<file path="src/rtl/ifetch_queue_if.sv">
// ifetch_queue_if: redirect, memory request/response and core-facing instruction channels
interface ifetch_queue_if;
    logic        redirect_valid;
    logic [31:0] redirect_pc;
    logic        mem_req_valid;
    logic        mem_req_ready;
    logic [29:0] mem_req_addr;
    logic        mem_rsp_valid;
    logic [31:0] mem_rsp_data;
    logic        out_valid;
    logic        out_ready;
    logic [31:0] out_instr;
    logic [31:0] out_pc;

    modport master (
        input  redirect_valid, redirect_pc, mem_req_ready, mem_rsp_valid, mem_rsp_data, out_ready,
        output mem_req_valid, mem_req_addr, out_valid, out_instr, out_pc
    );

    modport slave (
        output redirect_valid, redirect_pc, mem_req_ready, mem_rsp_valid, mem_rsp_data, out_ready,
        input  mem_req_valid, mem_req_addr, out_valid, out_instr, out_pc
    );
endinterface

</file>
<file path="src/rtl/ifetch_queue.sv">
// ifetch_queue: sequential instruction prefetcher with credit-limited queue and redirect flush
module ifetch_queue #(
    parameter int          DEPTH    = 4,
    parameter logic [31:0] RESET_PC = 32'h0000_0000
) (
    input logic            clk,
    input logic            rstn,
    ifetch_queue_if.master bus
);
    localparam int CW = $clog2(DEPTH + 1);
    localparam int AW = $clog2(DEPTH);
    localparam logic [CW:0] LIMIT = (CW + 1)'(DEPTH);

    logic [31:0]   fetch_pc_q, fetch_pc_d, rsp_pc_q, rsp_pc_d;
    logic [CW-1:0] count_q, count_d, outst_q, outst_d, drop_q, drop_d;
    logic [AW-1:0] head_q, head_d, tail_q, tail_d;
    logic [31:0]   instr_q [DEPTH];
    logic [31:0]   pc_q [DEPTH];
    logic [CW:0]   credit;
    logic [31:0]   redir_pc;
    logic          redir, req_fire, rsp, push, pop;

    // Requests are gated during reset so nothing is handed to a memory that is itself resetting
    assign redir    = bus.redirect_valid;
    assign redir_pc = {bus.redirect_pc[31:2], 2'b00};
    assign credit   = {1'b0, count_q} + {1'b0, outst_q};
    assign rsp      = bus.mem_rsp_valid;

    assign bus.mem_req_valid = rstn && !redir && (credit < LIMIT);
    assign bus.mem_req_addr  = fetch_pc_q[31:2];
    assign bus.out_valid     = count_q != '0;
    assign bus.out_instr     = bus.out_valid ? instr_q[head_q] : '0;
    assign bus.out_pc        = bus.out_valid ? pc_q[head_q] : '0;

    assign req_fire = bus.mem_req_valid && bus.mem_req_ready;
    assign pop      = bus.out_valid && bus.out_ready && !redir;
    assign push     = rsp && drop_q == '0 && !redir;

    // Next state: a redirect empties the queue and marks every still-pending response as stale
    always_comb begin
        outst_d    = outst_q + CW'(req_fire) - CW'(rsp);
        drop_d     = redir ? outst_q - CW'(rsp) : drop_q - CW'(rsp && drop_q != '0);
        fetch_pc_d = redir ? redir_pc : fetch_pc_q + (req_fire ? 32'd4 : 32'd0);
        rsp_pc_d   = redir ? redir_pc : rsp_pc_q + (push ? 32'd4 : 32'd0);
        count_d    = redir ? '0 : count_q + CW'(push) - CW'(pop);
        head_d     = redir ? '0 : head_q + AW'(pop);
        tail_d     = redir ? '0 : tail_q + AW'(push);
    end

    // Control state registers; the credit rule makes a push into a full queue impossible
    always_ff @(posedge clk) begin
        if (!rstn) begin
            fetch_pc_q <= RESET_PC;
            rsp_pc_q   <= RESET_PC;
            count_q    <= '0;
            outst_q    <= '0;
            drop_q     <= '0;
            head_q     <= '0;
            tail_q     <= '0;
        end else begin
            assert (!(push && !pop && count_q == CW'(DEPTH)));
            fetch_pc_q <= fetch_pc_d;
            rsp_pc_q   <= rsp_pc_d;
            count_q    <= count_d;
            outst_q    <= outst_d;
            drop_q     <= drop_d;
            head_q     <= head_d;
            tail_q     <= tail_d;
        end
    end

    // Queue storage; contents are only visible while count is non-zero, so no reset is needed
    always_ff @(posedge clk) begin
        if (rstn && push) begin
            instr_q[tail_q] <= bus.mem_rsp_data;
            pc_q[tail_q]    <= rsp_pc_q;
        end
    end
endmodule

</file>
<file path="src/flat_wrapper.sv">
// flat-port wrapper written by rule: the top's interface ports become plain ports
module ifetch_queue_flat 
#(
    parameter int          DEPTH    = 4,
    parameter logic [31:0] RESET_PC = 32'h0000_0000
)
  (clk, rstn, bus_redirect_valid, bus_redirect_pc, bus_mem_req_ready, bus_mem_rsp_valid, bus_mem_rsp_data, bus_out_ready, bus_mem_req_valid, bus_mem_req_addr, bus_out_valid, bus_out_instr, bus_out_pc);
  ifetch_queue_if bus_i ();
  input logic clk;
  input logic rstn;
  input wire logic [$bits(bus_i.redirect_valid)-1:0] bus_redirect_valid;
  input wire logic [$bits(bus_i.redirect_pc)-1:0] bus_redirect_pc;
  input wire logic [$bits(bus_i.mem_req_ready)-1:0] bus_mem_req_ready;
  input wire logic [$bits(bus_i.mem_rsp_valid)-1:0] bus_mem_rsp_valid;
  input wire logic [$bits(bus_i.mem_rsp_data)-1:0] bus_mem_rsp_data;
  input wire logic [$bits(bus_i.out_ready)-1:0] bus_out_ready;
  output wire logic [$bits(bus_i.mem_req_valid)-1:0] bus_mem_req_valid;
  output wire logic [$bits(bus_i.mem_req_addr)-1:0] bus_mem_req_addr;
  output wire logic [$bits(bus_i.out_valid)-1:0] bus_out_valid;
  output wire logic [$bits(bus_i.out_instr)-1:0] bus_out_instr;
  output wire logic [$bits(bus_i.out_pc)-1:0] bus_out_pc;
  assign bus_i.redirect_valid = bus_redirect_valid;
  assign bus_i.redirect_pc = bus_redirect_pc;
  assign bus_i.mem_req_ready = bus_mem_req_ready;
  assign bus_i.mem_rsp_valid = bus_mem_rsp_valid;
  assign bus_i.mem_rsp_data = bus_mem_rsp_data;
  assign bus_i.out_ready = bus_out_ready;
  assign bus_mem_req_valid = bus_i.mem_req_valid;
  assign bus_mem_req_addr = bus_i.mem_req_addr;
  assign bus_out_valid = bus_i.out_valid;
  assign bus_out_instr = bus_i.out_instr;
  assign bus_out_pc = bus_i.out_pc;
  ifetch_queue #(.DEPTH(DEPTH), .RESET_PC(RESET_PC)) u_core (.clk(clk), .rstn(rstn), .bus(bus_i));
endmodule
</file>
<file path="config.mk">
export PLATFORM = sky130hd
export DESIGN_NAME = ifetch_queue_flat
export DESIGN_NICKNAME = d
export VERILOG_FILES = /design/src/rtl/ifetch_queue_if.sv /design/src/rtl/ifetch_queue.sv /design/src/flat_wrapper.sv
export SDC_FILE = /design/constraint.sdc
export NUM_CORES = 1
export LEC_CHECK = 0
export CAP_MARGIN = 5
export CELL_PAD_IN_SITES_DETAIL_PLACEMENT = 1
export CELL_PAD_IN_SITES_GLOBAL_PLACEMENT = 1
export CORE_MARGIN = 1
export CORE_UTILIZATION = 40
export DETAILED_ROUTE_END_ITERATION = 10
export PLACE_DENSITY = 0.74
export SETUP_SLACK_MARGIN = 0.1
export SLEW_MARGIN = 20
export SYNTH_ARGS = -nofsm -noshare
export SYNTH_HDL_FRONTEND = slang
export SYNTH_SLANG_ARGS = --single-unit
export TNS_END_PERCENT = 100
</file>
<file path="constraint.sdc">
create_clock -name clk -period 7.5 [get_ports clk]
set_clock_uncertainty 0.1 [all_clocks]
set_input_delay 1.5 -clock clk [delete_from_list [all_inputs] [get_ports clk]]
set_output_delay 1.5 -clock clk [all_outputs]
set_load 0.1 [all_outputs]
</file>
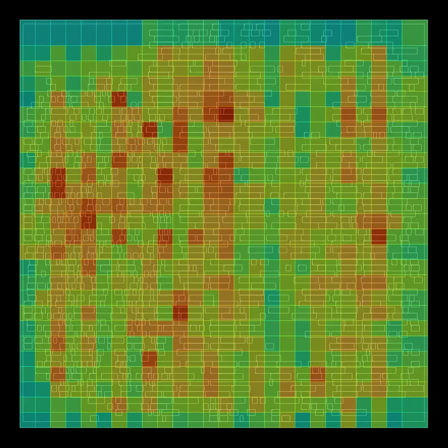
Fig. 1. Routing congestion map.
grt met3 use: 0.04120
met1 usage in global routing: 0.2493

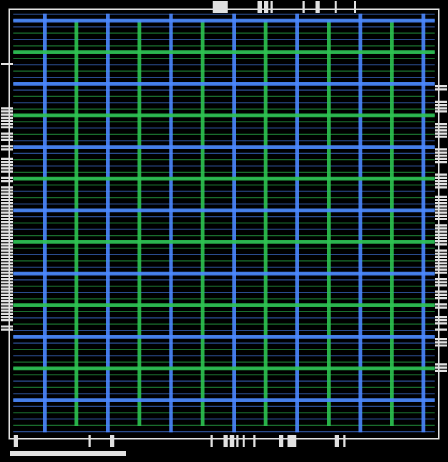
Fig. 2. Power grid.
Scale bar: 50 um. Pins as bars on the die edge.
[green] VDD
[blue] VSS
met5 straps: 13
met4 straps: 13
signal pins: 166

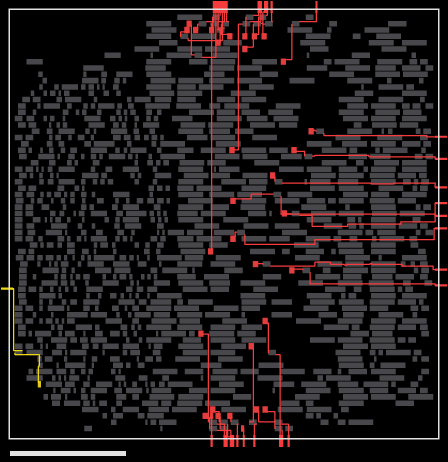
Fig. 3. Wires at chosen ports, followed through buffers.
Scale bar: 50 um.
[red] bus_out_pc | bits: 32 | direction: output | end cells: 32 | buffers: 30 | wire: 1210 um
[yellow] bus_out_valid | bits: 1 | direction: output | end cells: 1 | buffers: 1 | wire: 55.9 um

## metal layers
metal  track usage  routed length (um)  vias up
met2        0.2983               14120      231
li1              -                   -     3700
met3       0.04120                1893       42
met5             0                   0        -
met1        0.2493               13660     4042
met4       0.04767                 573        0
## through the flow
step	util	std cells	area, um2	total power (W)	hold slack, ns
after global routing	0.5050	1490	16430	0.004290	0.4618
after detailed placement	0.4715	1428	15340	0.002563	0.4341
after CTS	0.5050	1490	16430	0.004197	0.4496
after floorplan	-	861	13260	0.002404	0.3583
final	0.5050	1490	16430	0.004148	0.4409
after global placement	0.4715	1428	15340	0.002551	0.4249
## cell families (layout without fill, tap and decap cells)
| group | after synthesis | count (layout) | share of synthesized area |
|---|---|---|---|
| other cells | 1 | 2 | 0.0002829 |
| fa+ha+maj | 18 | 18 | 0.01812 |
| flops | 321 | 321 | 0.6720 |
| xor+xnor | 26 | 26 | 0.01718 |
| buf+inv | 63 | 250 | 0.01963 |
| mux | 64 | 64 | 0.1068 |
| compound gates | 119 | 119 | 0.05701 |
| simple gates | 248 | 248 | 0.1089 |
## registers in the layout, indices dropped and copies added (netlist names), 3 cells and up
| register | count |
|---|---|
| u_core.instr_q | 128 |
| u_core.fetch_pc_q | 30 |
| u_core.outst_q | 3 |
| u_core.pc_q | 120 |
| u_core.rsp_pc_q | 30 |
| u_core.drop_q | 3 |
| u_core.count_q | 3 |
## critical path, stage by stage (launching register included)
cell and delay [ns]:
sky130_fd_sc_hd__dfxtp_4 0.78, sky130_fd_sc_hd__buf_4 0.66, sky130_fd_sc_hd__mux4_2 0.59, sky130_fd_sc_hd__nor2b_1 0.15, sky130_fd_sc_hd__clkdlybuf4s50_1 1.00
## power by group
part	internal (W)	switching (W)
Clock	0.000973	0.000652
Combinational	0.000155	0.000343
Sequential	0.00197	0.0000565
Total	0.00310	0.00105
==> out/qor_table.md <==
| Metric | This run | Unit |
| --- | --- | --- |
| Run status | finished, final reports clean | - |
| Latest clock arrival within the worst-skew pair | 0.51 | ns |
| Startpoint of the most critical setup path | u_core.head_q[0]$_SDFF_PP0_ | - |
| Multi-input logic portion of the cell area | 0.2508 | - |
| Final period demand of the worst path | 5.328 | ns |
| Post-DR wirelength/cell | 20.30 | um |
| Inverters | 16 | - |
| Clock-cell share | 0.06640 | - |
| Number of flops mapped to enable cells by yosys | 248 | - |
| Tally of nets with antenna violations remaining after routing | 0 | - |
| Starting density of the core | 0.4074 | - |
| Largest cell class by area | registers | - |
| Reg clk slew, reported paths | 0.06 | ns |
| Main area contributors after synthesis | sky130_fd_sc_hd__edfxtp_1 56%, sky130_fd_sc_hd__dfxtp_1 11%, sky130_fd_sc_hd__mux4_2 11% | - |
| #MultiIn Comb | 477 | - |
| Chip area line of the yosys report | 13260 | um2 |
| Deepest level of the CTS H-tree | 2 | - |
| # nets final | 1111 | - |
| Postcts setup bufs | 0 | - |
| Via count | 8015 | - |
| Area of combinational cells with multiple inputs | 4121 | um2 |
| Non-CTS buffers | 172 | - |
| PostCTS Resize Cnt | 0 | - |
| CP arrival | 3.73 | ns |
| Peak supply drop | 116.8 | uV |
| Setup Total Neg Slack | 0 | ns |
| Reported leakage power | 5.208 | nW |
| Setup repair after global routing missed its margin | false | - |
| FF-to-FF End | u_core.fetch_pc_q[23]$_SDFF_PN0_ | - |
| Leading cell types by count after synthesis | 248 x sky130_fd_sc_hd__edfxtp_1, 73 x sky130_fd_sc_hd__dfxtp_1, 73 x sky130_fd_sc_hd__nor2b_1 | - |
| Top-level port count | 166 | - |
| Total length of routed wires | 30250 | um |
| Final critical-path setup slack | 2.172 | ns |
| HPWL after detailed placement | 19020 | um |
| Final period utilization | 0.7104 | - |
| Hold EP | u_core.fetch_pc_q[20]$_SDFF_PN0_ | - |
| Cell accounting for the most synthesized area | sky130_fd_sc_hd__edfxtp_1 | - |
| Worst-case reg-to-reg path depth | 9 | - |
| Buffers from clock root to sink, at most | 3 | - |
| Cell variety after synth | 48 | - |
| Critical-path maximum fanout | 32 | - |
| Vertical die dimension | 184.0 | um |
| R2R setup slack | 3.95 | ns |
| Last weighted congestion value of the routability-driven placer | 0.8230 | - |
| Number of buffers created by CTS | 35 | - |
Power and IR drop assume default switching activity.
